**Signal wires by layer**

Drawn at 6 px/um.
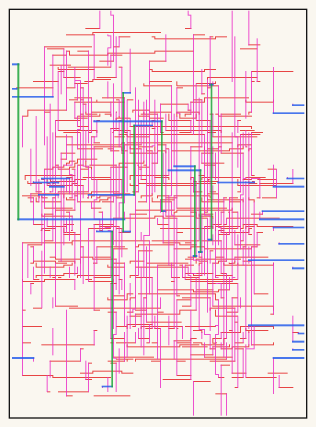
**Cell area per tile**

Drawn at 6 px/um. 5 x 7 tiles, from white (low) to dark blue (high), 0 to 100% covered.
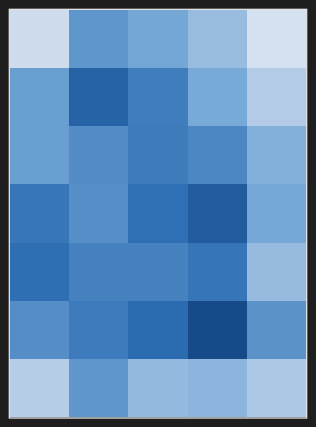
**Where the registers sit**

Drawn at 6 px/um. Other sequential cells in the stronger grey, the rest of the logic in the fainter grey.
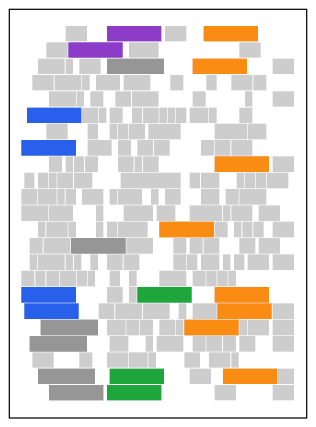
**The metal 4 layer**

Drawn at 8 px/um. Supply wires on this layer in grey. Cells faint in the background.
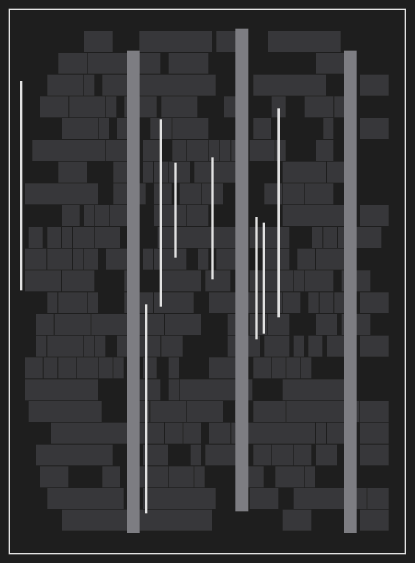
**Clock routing**

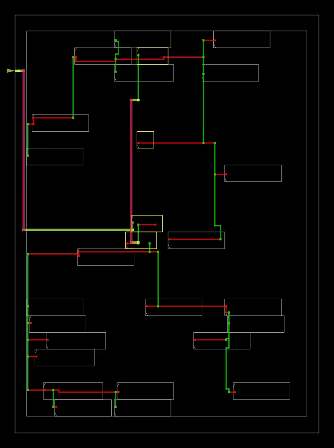
<file path="src/rtl/lift_car_fsm.sv">
// Purpose : lift car controller - slow-clock tick resync, floor call latch, SCAN car FSM, door timer.
// Latency : tick 3 CLK edges after clk_slow rises; calls visible on req_pending 1 cycle after sampling.
// Backpressure: none; calls are level/pulse inputs absorbed into req_pending every cycle.
// Option  : define LIFT_DOOR_HOLD_EN to let a current-floor call during DOOR restart the door timer.
module lift_car_fsm #(
    parameter int FLOORS     = 8,
    parameter int FLOOR_W    = 3,
    parameter int MOVE_TICKS = 2,
    parameter int DOOR_TICKS = 3
) (
    input  logic               CLK,
    input  logic               reset,
    input  logic               clk_slow,
    input  logic [FLOORS-1:0]  call_req,
    output logic [FLOORS-1:0]  req_pending,
    output logic [FLOOR_W-1:0] floor,
    output logic               dir_up,
    output logic               moving,
    output logic               door_open,
    output logic [1:0]         state
);

    typedef enum logic [1:0] {
        ST_IDLE = 2'd0,
        ST_MOVE = 2'd1,
        ST_DOOR = 2'd2
    } state_t;

    localparam logic [3:0]         MOVE_LIM  = 4'(MOVE_TICKS);
    localparam logic [3:0]         DOOR_LIM  = 4'(DOOR_TICKS);
    localparam logic [FLOOR_W-1:0] TOP_FLOOR = FLOOR_W'(FLOORS - 1);

    state_t cur_state;
    state_t nxt_state;

    // tick resynchroniser
    logic slow_s1;
    logic slow_s2;
    logic slow_prev;
    logic tick;

    // datapath registers and their next values
    logic [3:0]         tick_cnt;
    logic [3:0]         nxt_cnt;
    logic [FLOOR_W-1:0] nxt_floor;
    logic               nxt_dir;
    logic               arrived;
    logic               nxt_arrived;
    logic               clr_here;
    logic [FLOORS-1:0]  nxt_req;

    // request analysis
    logic [FLOORS-1:0]  eff_req;
    logic [FLOORS-1:0]  floor_oh;
    logic               here;
    logic               above;
    logic               below;
    logic               ahead;
    logic               behind;

    assign state = cur_state;

    // Resynchronise clk_slow and emit a one-cycle registered tick on its rising edge.
    // Flops reset to 1 so a high clk_slow at reset release is not seen as an edge.
    always_ff @(posedge CLK or negedge reset) begin
        if (!reset) begin
            slow_s1   <= 1'b1;
            slow_s2   <= 1'b1;
            slow_prev <= 1'b1;
            tick      <= 1'b0;
        end else begin
            slow_s1   <= clk_slow;
            slow_s2   <= slow_s1;
            slow_prev <= slow_s2;
            tick      <= slow_s2 & ~slow_prev;
        end
    end

    // Decode where outstanding requests sit relative to the car. Incoming calls are
    // folded in so a call at the current floor opens the door without ever latching.
    always_comb begin
        eff_req  = req_pending | call_req;
        floor_oh = '0;
        floor_oh[floor] = 1'b1;
        here  = eff_req[floor];
        above = 1'b0;
        below = 1'b0;
        for (int i = 0; i < FLOORS; i++) begin
            if (eff_req[i]) begin
                if (i > int'(floor)) above = 1'b1;
                if (i < int'(floor)) below = 1'b1;
            end
        end
        ahead  = dir_up ? above : below;
        behind = dir_up ? below : above;
    end

    // State register.
    always_ff @(posedge CLK or negedge reset) begin
        if (!reset) begin
            cur_state <= ST_IDLE;
        end else begin
            cur_state <= nxt_state;
        end
    end

    // Next-state logic: SCAN car decisions, floor stepping and shared tick counter.
    always_comb begin
        nxt_state   = cur_state;
        nxt_floor   = floor;
        nxt_dir     = dir_up;
        nxt_cnt     = tick_cnt;
        nxt_arrived = 1'b0;
        clr_here    = 1'b0;
        case (cur_state)
            ST_IDLE: begin
                nxt_cnt = '0;
                if (here) begin
                    nxt_state = ST_DOOR;
                    clr_here  = 1'b1;
                end else if (ahead) begin
                    nxt_state = ST_MOVE;
                end else if (behind) begin
                    nxt_state = ST_MOVE;
                    nxt_dir   = ~dir_up;
                end
            end
            ST_MOVE: begin
                // Arrival is judged the cycle after the floor step, at the new floor.
                if (arrived && here) begin
                    nxt_state = ST_DOOR;
                    clr_here  = 1'b1;
                    nxt_cnt   = '0;
                end else if (arrived && !ahead) begin
                    nxt_state = ST_IDLE;
                    nxt_cnt   = '0;
                end else if (tick) begin
                    if (4'(tick_cnt + 4'd1) >= MOVE_LIM) begin
                        nxt_cnt     = '0;
                        nxt_arrived = 1'b1;
                        // Saturate at the shaft ends; arrival logic then drops to IDLE.
                        if (dir_up && floor != TOP_FLOOR) begin
                            nxt_floor = floor + FLOOR_W'(1);
                        end else if (!dir_up && floor != '0) begin
                            nxt_floor = floor - FLOOR_W'(1);
                        end
                    end else begin
                        nxt_cnt = 4'(tick_cnt + 4'd1);
                    end
                end
            end
            ST_DOOR: begin
                if (tick) begin
                    if (4'(tick_cnt + 4'd1) >= DOOR_LIM) begin
                        nxt_state = ST_IDLE;
                        nxt_cnt   = '0;
                    end else begin
                        nxt_cnt = 4'(tick_cnt + 4'd1);
                    end
                end
`ifdef LIFT_DOOR_HOLD_EN
                // A re-press at this floor restarts the full door interval.
                if (call_req[floor]) begin
                    nxt_state = ST_DOOR;
                    nxt_cnt   = '0;
                end
`endif
            end
            default: begin
                nxt_state = ST_IDLE;
                nxt_cnt   = '0;
            end
        endcase
    end

    // Latch new calls; the current floor's bit is dropped while the door is open
    // and on the cycle the door opens, so a simultaneous call there is absorbed.
    always_comb begin
        nxt_req = req_pending | call_req;
        if (cur_state == ST_DOOR || clr_here) begin
            nxt_req = nxt_req & ~floor_oh;
        end
    end

    // Datapath registers: floor, direction, tick counter, arrival flag, pending calls.
    always_ff @(posedge CLK or negedge reset) begin
        if (!reset) begin
            floor       <= '0;
            dir_up      <= 1'b1;
            tick_cnt    <= '0;
            arrived     <= 1'b0;
            req_pending <= '0;
        end else begin
            floor       <= nxt_floor;
            dir_up      <= nxt_dir;
            tick_cnt    <= nxt_cnt;
            arrived     <= nxt_arrived;
            req_pending <= nxt_req;
        end
    end

    // Output decode from the current state.
    always_comb begin
        moving    = (cur_state == ST_MOVE);
        door_open = (cur_state == ST_DOOR);
    end

endmodule

</file>
<file path="config.mk">
export PLATFORM = sky130hd
export DESIGN_NAME = lift_car_fsm
export DESIGN_NICKNAME = d
export VERILOG_FILES = /design/src/rtl/lift_car_fsm.sv
export SDC_FILE = /design/constraint.sdc
export NUM_CORES = 1
export LEC_CHECK = 0
export CAP_MARGIN = 25
export CORE_ASPECT_RATIO = 1.4
export CORE_MARGIN = 1.5
export CORE_UTILIZATION = 52
export CTS_CLUSTER_DIAMETER = 40
export DETAILED_ROUTE_END_ITERATION = 8
export HOLD_SLACK_MARGIN = 0.03
export PLACE_DENSITY_LB_ADDON = 0.2
export SLEW_MARGIN = 20
export SYNTH_ARGS = -nofsm -noshare
export SYNTH_HDL_FRONTEND = slang
export SYNTH_SLANG_ARGS = --single-unit
export TNS_END_PERCENT = 100
</file>
<file path="constraint.sdc">
create_clock -name CLK -period 3.1 [get_ports CLK]
set_input_delay 0.93 -clock CLK [delete_from_list [all_inputs] [get_ports CLK]]
set_output_delay 0.93 -clock CLK [all_outputs]
set_load 0.01 [all_outputs]
</file>
==> out/metrics.cfg <==
[status]
run_status=completed

[synth]
synth-area-yosys_mm2=0.00156
count_of_flip_flops_with_a_built_in_enable_after_synthesis=0
yosys_most_used_dff=dfrtp_1
yosysWarningCount=0
synth.largest_area_cell=dfrtp_1

[die]
placementRows=23

[timing]
timing.final.crit_period_ps=2950
achievable_clock_frequency_mhz=339

[worst_setup_path]
kind_of_launch_point_of_the_worst_setup_path=input pin
sort_of_element_at_the_end_of_the_critical_path=flop

[grt]
grt_max_degree=24

[clocking]
insertion_delay_ps=270

[place]
post-place-cells=231
place.detailed.hpwl_um=2890

[job]
tally_of_openroad_warnings=34

[cells_and_area]
post-route-util=0.687
final.fill_count=212
layout.cells.non_filler=235

[routing]
dr_pass1_iterations=4
met2RoutedLength_um=1970

[power]
maxPowerGroup=combinational logic
internal-power_mw=0.873

About 'signal wires by layer':
Key: red = M1 [wire length 1480 um]; magenta = M2 [wire length 1970 um]; blue = M3 [wire length 155 um]; green = M4 [wire length 156 um]

About 'cell area per tile':
The mean over all tiles is 57%. 11% of the tiles are over 75% full. The emptiest ninth of the die: north-east.

About 'where the registers sit':
Key: orange = req_pending [sequential cells 8]; purple = state [sequential cells 2]; blue = tick_cnt [sequential cells 4]; green = floor [sequential cells 3]
Another 6 sequential cells are not coloured.

About 'the metal 4 layer':
8 nets have wire on it. The longest straight run is 25.8 um. The layer holds 4.1% of the routed length. The layer carries 156 um of wire.
routed via count: 1410
aggregate routed wire length: 3760 um

About 'clock routing':
sequential cells: 23
TritonCTS Buffers: 3
CTS sink count: 23

[worst paths after layout]
kind / start / cells after the start / endpoint / slack [ps]
worst min register to register: slow_s1 / 0 / slow_s2 / 360
min in group asynchronous: reset / 2 / req_pending[7] / 1010
max in group asynchronous: reset / 2 / dir_up / 1790
worst min-delay path: slow_s1 / 0 / slow_s2 / 360
worst max-delay path: call_req[5] / 7 / state[1] / 150
worst max register to register: floor[2] / 7 / state[1] / 490
[final cells by class]
cell class,instances,area [um2],share of cell area
well taps,37,46.3,0.0236
inverters,12,45.0,0.0230
repair buffers,35,328,0.167
clock inverters,1,7.51,0.00383
flip-flops and latches,23,581,0.296
multi-input cells,124,910,0.465
clock buffers,3,41.3,0.0211
